<file path="src/rtl/bbox_arbiter.sv">
// Round-robin arbiter sharing one bbox unit between traversal lanes.
// Requests are tagged with the lane index; responses route back by tag.
package bbox_pkg;
  localparam int BBOX_REQ_WIDTH  = 32;
  localparam int BBOX_RESP_WIDTH = 32;
  localparam int RID_WIDTH       = 4;
endpackage

module bbox_arbiter
  import bbox_pkg::*;
#(
  parameter int N_REQ           = 4,
  parameter int MAX_OUTSTANDING = 8,
  parameter int LIDX_W          = $clog2(N_REQ),
  parameter int CNT_W           = $clog2(MAX_OUTSTANDING + 1)
) (
  input  logic                             clk,
  input  logic                             arst_n,
  input  logic [N_REQ*BBOX_REQ_WIDTH-1:0]  lane_req_dat,
  input  logic [N_REQ-1:0]                 lane_req_vld,
  output logic [N_REQ-1:0]                 lane_req_rdy,
  output logic [BBOX_RESP_WIDTH-1:0]       lane_resp_dat,
  output logic [N_REQ-1:0]                 lane_resp_vld,
  input  logic [N_REQ-1:0]                 lane_resp_rdy,
  output logic [BBOX_REQ_WIDTH-1:0]        bbox_req_stream_rsc_dat,
  output logic                             bbox_req_stream_rsc_vld,
  input  logic                             bbox_req_stream_rsc_rdy,
  input  logic [BBOX_RESP_WIDTH-1:0]       bbox_resp_stream_rsc_dat,
  input  logic                             bbox_resp_stream_rsc_vld,
  output logic                             bbox_resp_stream_rsc_rdy,
  output logic [CNT_W-1:0]                 outstanding,
  output logic                             idle
);

  localparam logic [CNT_W-1:0] MAX_CNT = CNT_W'(MAX_OUTSTANDING);

  logic [BBOX_REQ_WIDTH-1:0] out_dat_q, out_dat_d;
  logic                      out_vld_q, out_vld_d;
  logic [LIDX_W-1:0]         rr_ptr_q, rr_ptr_d;
  logic [CNT_W-1:0]          cnt_q, cnt_d;

  logic [LIDX_W-1:0] gnt_idx;
  logic [LIDX_W-1:0] cand;
  logic              gnt_found;
  logic              can_load;
  logic              load;
  logic [LIDX_W-1:0] rsp_idx;
  logic              ret;

  // First valid lane at or after rr_ptr; wrap is free since N_REQ is 2^k.
  always_comb begin
    gnt_idx   = rr_ptr_q;
    gnt_found = 1'b0;
    cand      = rr_ptr_q;
    for (int k = 0; k < N_REQ; k++) begin
      cand = rr_ptr_q + LIDX_W'(k);
      if (!gnt_found && lane_req_vld[cand]) begin
        gnt_idx   = cand;
        gnt_found = 1'b1;
      end
    end
  end

  always_comb begin
    can_load = (!out_vld_q || bbox_req_stream_rsc_rdy)
            && (cnt_q < MAX_CNT);
    load     = can_load && gnt_found;
    lane_req_rdy          = '0;
    lane_req_rdy[gnt_idx] = can_load;
  end

  always_comb begin
    out_dat_d = out_dat_q;
    out_vld_d = out_vld_q;
    rr_ptr_d  = rr_ptr_q;
    if (load) begin
      out_dat_d = lane_req_dat[gnt_idx*BBOX_REQ_WIDTH +: BBOX_REQ_WIDTH];
      out_dat_d[LIDX_W-1:0] = gnt_idx;
      out_vld_d = 1'b1;
      rr_ptr_d  = gnt_idx + LIDX_W'(1);
    end else if (bbox_req_stream_rsc_rdy) begin
      out_vld_d = 1'b0;
    end
  end

  always_comb begin
    rsp_idx = bbox_resp_stream_rsc_dat[LIDX_W-1:0];
    lane_resp_vld          = '0;
    lane_resp_vld[rsp_idx] = bbox_resp_stream_rsc_vld;
    bbox_resp_stream_rsc_rdy = lane_resp_rdy[rsp_idx];
    lane_resp_dat = bbox_resp_stream_rsc_dat;
    lane_resp_dat[LIDX_W-1:0] = '0;
    ret = bbox_resp_stream_rsc_vld && lane_resp_rdy[rsp_idx];
  end

  // A stray return at zero credit is dropped rather than wrapping.
  always_comb begin
    cnt_d = cnt_q;
    unique case (1'b1)
      load && !ret: cnt_d = cnt_q + CNT_W'(1);
      ret && !load && (cnt_q != '0): cnt_d = cnt_q - CNT_W'(1);
      default: cnt_d = cnt_q;
    endcase
  end

  always_ff @(posedge clk or negedge arst_n) begin
    if (!arst_n) begin
      out_dat_q <= '0;
      out_vld_q <= 1'b0;
      rr_ptr_q  <= '0;
      cnt_q     <= '0;
    end else begin
      out_dat_q <= out_dat_d;
      out_vld_q <= out_vld_d;
      rr_ptr_q  <= rr_ptr_d;
      cnt_q     <= cnt_d;
    end
  end

  assign bbox_req_stream_rsc_dat = out_dat_q;
  assign bbox_req_stream_rsc_vld = out_vld_q;
  assign outstanding             = cnt_q;
  assign idle = (cnt_q == '0) && !out_vld_q;

endmodule
</file>
<file path="config.mk">
export PLATFORM = sky130hd
export DESIGN_NAME = bbox_arbiter
export DESIGN_NICKNAME = d
export VERILOG_FILES = /design/src/rtl/bbox_arbiter.sv
export SDC_FILE = /design/constraint.sdc
export NUM_CORES = 1
export LEC_CHECK = 0
export CORE_AREA = 2 2 98 100
export CTS_BUF_LIST = sky130_fd_sc_hd__clkbuf_8
export DETAILED_ROUTE_END_ITERATION = 8
export DIE_AREA = 0 0 100 102
export GPL_TIMING_DRIVEN = 0
export PLACE_DENSITY = 0.82
export REMOVE_ABC_BUFFERS = 1
export SYNTH_ARGS = -nofsm -noshare
export SYNTH_HDL_FRONTEND = slang
export SYNTH_SLANG_ARGS = --single-unit
</file>
<file path="constraint.sdc">
create_clock -name clk -period 5.97 [get_ports clk]
set_clock_uncertainty 0.1 [all_clocks]
set_input_delay 0.597 -clock clk [delete_from_list [all_inputs] [get_ports clk]]
set_output_delay 0.597 -clock clk [all_outputs]
set_load 0.01 [all_outputs]
</file>
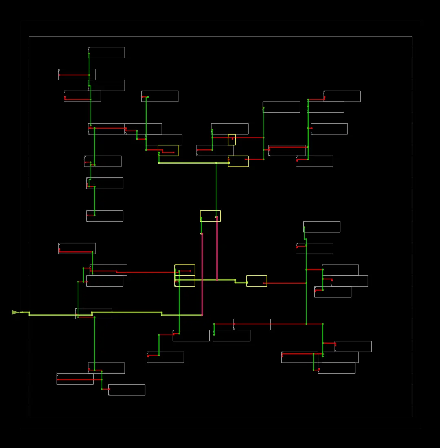
run_1/final_clocks.png
clkbuf count: 6
Sink Count: 39

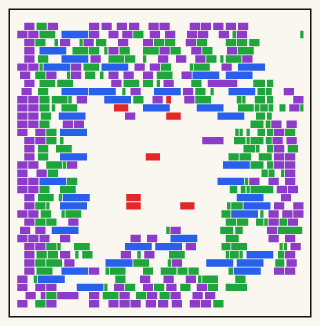
run_1/cell_classes.png
Scale: 3 px per um.
- blue: flip-flops (cells 39; share of their area 21%)
- green: all other logic (cells 187; share of their area 37%)
- purple: other buffers and delay cells (cells 184; share of their area 41%)
- red: clock drivers and dummy loads (cells 7; share of their area 1.9%)
Core ar.: 9109 um2
post-layout util: 52.32%

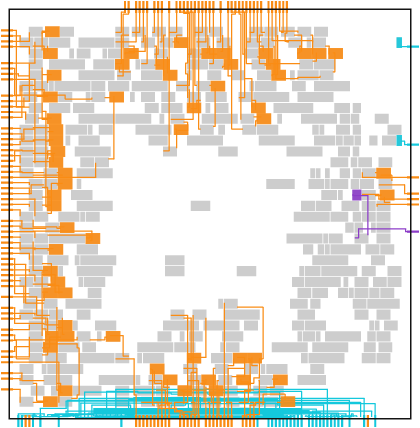
run_1/port_nets.png
Scale: 4 px per um.
- orange: lane_req_dat (bits 128; direction input; edge 55 west, 38 north, 31 south, 4 east; end cells 60; buffers 120; wire 2100 um)
- cyan: lane_resp_dat (bits 32; direction output; edge 30 south, 2 east; end cells 2; buffers 0; wire 1300 um)
- purple: bbox_req_stream_rsc_rdy (bits 1; direction input; edge east; end cells 1; buffers 1; wire 30.3 um)
Ports: 251
I/O Buffers: 180

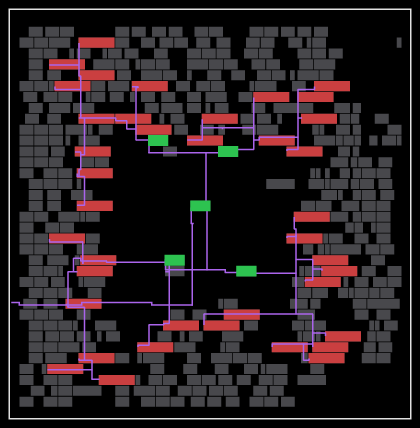
run_1/clock_map.png
Scale: 4 px per um.
- purple: clock wires (length 560 um)
- red: flip-flops (count 39)
- green: cells driving clock nets (count 5)
- flops lie: widely spread
Clock power frac: 9.2%
Power Clock: 0.181 mW
clk_lat worst skew: 280 ps

==> flow_summary.ini, run 1 <==
; flow metrics
[setup_path]
worst-path-buf-inv = 3
r2r_start = rr_ptr_q[1]
crit_arrival_ps = 3240
crit_path_end = lane_req_rdy[0]
criticalPathCategory = primary input to output port
r2r_setup_slack_ps = 3400
rr_worst_depth = 6
critPathRequiredTime_ps = 5270

[global_route]
track_usage_pct = 17.79
met3_usage_pct = 9.576
grt_first_pass_wirelength_um = 14020
met1_usage_pct = 20.29
grt_max_degree = 64

[power_and_ir_drop]
switching_share_pct = 40.17
power_density_nw_per_um2 = 412.0
power_frac_comb_pct = 66.1
comb_cell_power_mw = 1.30
internal_power_mw = 1.175
p_switching_mw = 0.7888
ir_drop_mv = 0.1713

[final_layout]
n_antenna_cell = 0
nets = 596
finalInstanceArea_um2 = 4766
layout-area-overhead-vs-synth_pct = 57.92

[synthesis]
area_leaders = dfrtp_1 32%, mux2i_1 21%, a221oi_2 15%
synth_warnings = 0
ys_chip_area_um2 = 3018
synth_cells = 273
ys.flop_type = dfrtp_1
ys.flops = 39
yosys_cells = 273
yosysMostFrequentCell = mux2i_1
ys_seq_share_pct = 32.34

[min_path]
hold_path_end = bbox_req_stream_rsc_dat[1]
hold_start = bbox_req_stream_rsc_dat[1]

[detailed_routing]
dr.pass1.iters = 4
met3_length_um = 1150
routedWlPerCell_um = 17.79
num_vias = 2714

[clock_tree]
cts_tree = yes
post_cts_resized = 0
path_clk_slew_ps = 80

[sta]
period_needed_ps = 3940
tns_ps = 0
setup_viol_count_final = 0
timing.final.crit_share_pct = 66.00

[run_status]
status = finished, final reports clean
==> run 1: logic make-up (layout without fill, tap and decap cells) <==
kind of cell,after synthesis,after routing,synth area share [%]
simple gates,68,68,12.44
mux,64,64,21.81
buf+inv,54,197,12.85
flops,39,39,32.34
compound gates,37,37,16.42
fa+ha+maj,7,7,3.151
xor+xnor,3,3,0.8708
other cells,1,2,0.1243
==> run 1: final cells by class <==
class,count,area (um2)
fill,792,4343
timing repair buffer,184,1874
multi-input combinational,181,1665
sequential,39,975.9
tap,111,138.9
clock buffer,6,82.58
inverter,6,23.77
clock inverter,1,5.005
==> run 1: placed cells by master, fill, tap and decap left out, drive strengths merged <==
cell,Yosys,routed
clkdlybuf4s50,0,179
mux2i,62,62
dfrtp,39,39
nor2,35,35
a221oi,30,30
nand2,10,10
ha,6,6
clkbuf,3,6
and3,6,6
inv,5,5
nor2b,4,4
buf,45,4
nor3b,3,3
xnor2,3,3
or4,3,3
nor3,2,2
and3b,2,2
o21ai,2,2
clkinv,1,2
a21o,2,2
a21oi,2,2
conb,1,2
mux4,1,1
nand2b,1,1
nand3,1,1
nand4,1,1
o32a,1,1
mux2,1,1
fa,1,1
dlygate4sd3,0,1
==> run 1: repair_timing <==
action / in CTS / in global routing
hold endpoints to repair: 1 / 0
setup endpoints to repair: 0 / 0
hold buffers: 1 / 0
==> run 1: through the flow <==
stage | power [mW] | worst slack [ps] | hold slack, ps | std cells
3_3_place_gp | 1.756 | 1321 | 360.0 | 517
5_1_grt | 2.098 | 1839 | 416.3 | 528
4_1_cts | 1.991 | 1216 | 386.2 | 527
2_1_floorplan | 1.259 | 2584 | 201.4 | 226
6_report | 1.964 | 2030 | 383.6 | 528
3_5_place_dp | 1.805 | 1227 | 297.5 | 519
==> run 2, diff against run 1 <==
Settings changed: CORE_AREA 2 2 98 100 to unset, CORE_MARGIN set to 2, CORE_UTILIZATION set to 34, DIE_AREA 0 0 100 102 to unset, PLACE_DENSITY 0.82 to 0.84.
Clock period 5.97 ns to 4.1 ns, I/O delays scaled along.
==> run 2 against run 1 <==
Core utilization is 2.3 points higher. Global-route usage is 2.4 points higher. Sequential share of layout area is 0.11 points higher. Worst setup slack worse by 1600 ps. Clock power is 35% higher. Count of clock-buffer cells in the layout is 1 lower. First-iteration DRC count is 6.8% lower.
==> flow_summary.ini, run 2 <==
; flow metrics
[setup_path]
r2r_setup_slack_ps = 1500
rr_worst_depth = 6

[synthesis]
yosysMostFrequentCell = mux2i_1
synth_warnings = 0
logic_family = multiplexers
synth_cells = 273
ys_sh_xor_pct = 0.8706
synthAoiAreaFrac_pct = 16.42
ys_sh_mux_pct = 21.81
simple_gate_area_share_pct = 12.44

[final_layout]
finalNonFillerCells = 525
layout.cells.most_common = clkdlybuf4s50_1
layout-area-overhead-vs-synth_pct = 57.05

[power_and_ir_drop]
finalPower_mw = 2.831
power_density_nw_per_um2 = 597.3

[global_route]
grt_first_pass_wirelength_um = 15250

[sta]
period_needed_ps = 3715
timing.final.crit_share_pct = 90.60
setup_viol_count_final = 0
tns_ps = 0
setup_slack_ps = 385.4

[clock_tree]
insertion_delay_ps = 280
path_clk_slew_ps = 70

[run_status]
status = finished, final reports clean

[placed_design]
io_buffers = 180

[detailed_routing]
routedWlPerCell_um = 18.57
==> run 2: repair_timing <==
action	4_1_cts	5_1_grt
setup endpoints to repair	2	0
hold buffers	1	0
hold endpoints to repair	1	0
gates resized	1	0
==> run 2: critical path, stage by stage <==
cell and delay, ps:
clkdlybuf4s50_1 480, nor2b_1 180, nor3b_1 180, o32a_1 310
clkinv_4 560, ha_1 430, and3_1 170, clkdlybuf4s50_1 470
==> run 2: layer usage <==
layer / share of wire, % / global-route usage [%]
met1: 40 / 24.00
met2: 45 / 31.72
met3: 13 / 11.88
met4: 0.61 / 3.793
met5: 0.63 / 4.615
==> run 2: layout make-up <==
type / count / area [um2]
Clock inverter: 3 / 12.51
Sequential cell: 39 / 975.9
Fill cell: 796 / 3939
Clock buffer: 5 / 68.82
Tap cell: 108 / 135.1
Timing Repair Buffer: 183 / 1854
Inverter: 6 / 27.53
Multi-Input combinational cell: 181 / 1665
==> run 2: worst max path at each step <==
stage | from | endpoint | slack (ps) | cells after the start
2_1_floorplan | lane_req_vld[2] | lane_req_rdy[0] | 1090 | 6
3_3_place_gp | lane_req_vld[3] | bbox_req_stream_rsc_dat[18] | -310 | 5
6_report | lane_req_vld[2] | lane_req_rdy[0] | 390 | 8
4_1_cts | lane_req_vld[2] | lane_req_rdy[0] | 340 | 8
3_5_place_dp | lane_req_vld[2] | lane_req_rdy[0] | -310 | 8
5_1_grt | lane_req_vld[2] | lane_req_rdy[0] | 120 | 8
==> run 2: power breakdown <==
part           internal (mW)  total [mW]  switching (mW)
combinational          0.986        1.88           0.894
clock                  0.115       0.245           0.130
sequential             0.584       0.707           0.123
total                   1.68        2.83            1.15
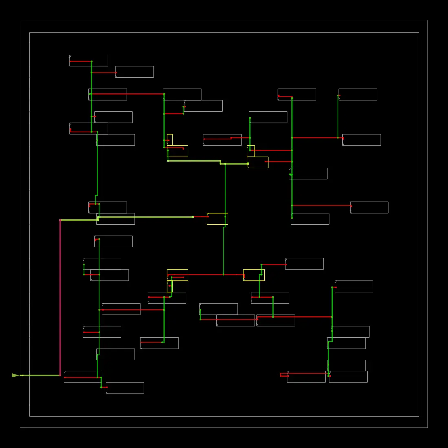
run_2/final_clocks.png
clkbuf count: 5
num sequential: 39
Power Clock: 0.245 mW

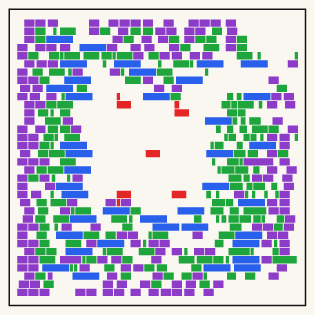
run_2/cell_classes.png
Scale: 3 px per um.
- red: clock drivers and dummy loads (cells 8; share of their area 1.8%)
- purple: other buffers and delay cells (cells 183; share of their area 40%)
- blue: flip-flops (cells 39; share of their area 21%)
- green: all other logic (cells 187; share of their area 37%)
Seq/total area: 20.59%
Core ar.: 8678 um2
post-layout util: 54.61%
post-route cell area: 4740 um2
Cell Rows: 34

==> run 3, diff against run 2 <==
Settings changed: TNS_END_PERCENT set to 20.
==> run 3 against run 2 <==
Hold slack is the same. Cell count is the same. Synthesized cell count is the same. Via count is the same. Critical endpoint unchanged. Critical path depth is the same. Largest power group unchanged. Largest cell class unchanged. Worst setup slack is the same. Sequential cell count is the same. Area after synthesis is the same. Non-clock buffer count is the same. Wire length is the same. Core utilization is the same.
==> flow_summary.ini, run 3 <==
; flow metrics
[setup_path]
crit_arrival_ps = 3200
crit_start = lane_req_vld[2]
r2r_start = rr_ptr_q[1]
criticalPathCategory = primary input to output port

[power_and_ir_drop]
seqPwrFrac_pct = 25.0
power_frac_comb_pct = 66.4
finalPower_mw = 2.831
pwr-share-clk_pct = 8.6
switching_share_pct = 40.53
power_density_nw_per_um2 = 597.3
ir_drop_mv = 0.2443

[synthesis]
ys.flops = 39
ys_chip_area_um2 = 3018
synth_warnings = 0
area_leaders = dfrtp_1 32%, mux2i_1 21%, a221oi_2 15%
yosysMostFrequentCell = mux2i_1
ys.flop_type = dfrtp_1
synth_cells = 273
ys_seq_share_pct = 32.34

[global_route]
grt_busiest_layer = met2
track_usage_pct = 20.22
grtUsageMet2_pct = 31.72
grt_max_degree = 64

[placed_design]
place_inst = 516
io_buffers = 180
pre_cts_ws_ps = -312.3

[detailed_routing]
top_layer = met5
route.met2.wl_um = 4399
routedWlPerCell_um = 18.57
m1WireLength_um = 3911
dr.pass1.iters = 4

[sta]
timing.final.crit_share_pct = 90.60
setup_viol_count_final = 0
holdWs_ps = 346.7
setup_slack_ps = 385.4
tns_ps = 0

[final_layout]
finalNonFillerCells = 525
n_antenna_cell = 0
layout.cells.most_common = clkdlybuf4s50_1
seqCellArea_um2 = 975.9
layout-area-overhead-vs-synth_pct = 57.05
layout_top_cells = 179 x clkdlybuf4s50_1, 62 x mux2i_1, 39 x dfrtp_1
nets = 595

[run_status]
status = finished, final reports clean

[clock_tree]
cts_tree = yes
cts_sinks = 39
insertion_delay_ps = 280

[floorplan]
pin_count = 251
core-area_um2 = 8678
-- run 3: cell counts in the layout (fill, tap and decap cells not counted) --
Identical to the previous run, type by type.
-- run 3: final cells by class --
cell class	count	area share, %
well taps	108	2.851
multi-input cells	181	35.14
flip-flops and latches	39	20.59
clock inverters	3	0.2640
repair buffers	183	39.12
clock buffers	5	1.452
inverters	6	0.5808
-- run 3: cell families after synthesis --
logic type      Yosys count  synth area share [%]
fa+ha+maj                 7                 3.151
simple gates             68                 12.44
other cells               1                0.1243
mux                      64                 21.81
buf+inv                  54                 12.85
xor+xnor                  3                0.8708
flops                    39                 32.34
compound gates           37                 16.42
-- run 3: final timing paths --
path,cells after the start,end,slack (ps)
max,8,lane_req_rdy[0],390
min,2,bbox_req_stream_rsc_dat[7],350
max reg2reg,6,bbox_req_stream_rsc_dat[18],1500
min reg2reg,1,bbox_req_stream_rsc_dat[1],390
max in group asynchronous,3,bbox_req_stream_rsc_dat[31],3160
min in group clk,1,bbox_req_stream_rsc_dat[1],390
-- run 3: power by group through the flow --
stage	Clock (mW)	Combinational, mW	Sequential, mW
2_1_floorplan	0	1.05	0.779
3_3_place_gp	0	1.85	0.701
3_5_place_dp	0	1.93	0.711
4_1_cts	0.258	1.91	0.707
5_1_grt	0.270	2.04	0.735
6_report	0.245	1.88	0.707
-- run 3: worst max-delay path, cell delays in order --
cell	delay, ps
clkdlybuf4s50_1	480
nor2b_1	180
nor3b_1	180
o32a_1	310
clkinv_4	560
ha_1	430
and3_1	170
clkdlybuf4s50_1	470
-- run 3: what timing repair did --
item | in CTS | in global routing
hold endpoints to repair | 1 | 0
hold buffers | 1 | 0
setup endpoints to repair | 2 | 0
resized | 1 | 0
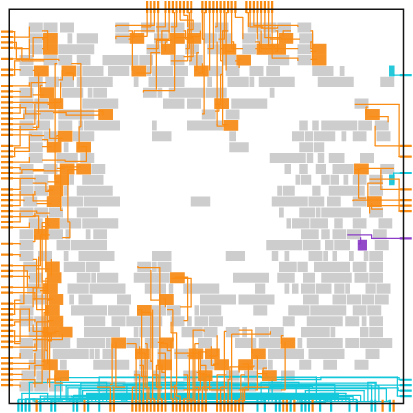
run_3/port_nets.png
Scale: 4 px per um.
- purple: bbox_req_stream_rsc_rdy (bits 1; direction input; edge east; end cells 1; buffers 1; wire 16.6 um)
- cyan: lane_resp_dat (bits 32; direction output; edge 26 south, 6 east; end cells 2; buffers 0; wire 1540 um)
- orange: lane_req_dat (bits 128; direction input; edge 54 west, 38 south, 30 north, 6 east; end cells 60; buffers 120; wire 2130 um)

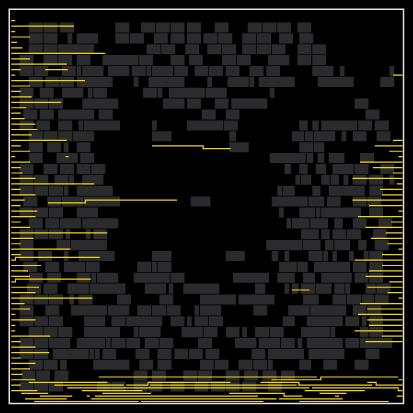
run_3/met3.png
Scale: 4 px per um. Cells faint in the background.
- nets with wire on the layer: 134
- main direction: horizontal
- share of all routed wire: 14%
- wire length on this layer: 1320 um
M3 GR Usage: 11.88%
final wirelength: 9747 um
Via Count: 2681

No activity file was given, so power comes from the tool's default toggle rates.
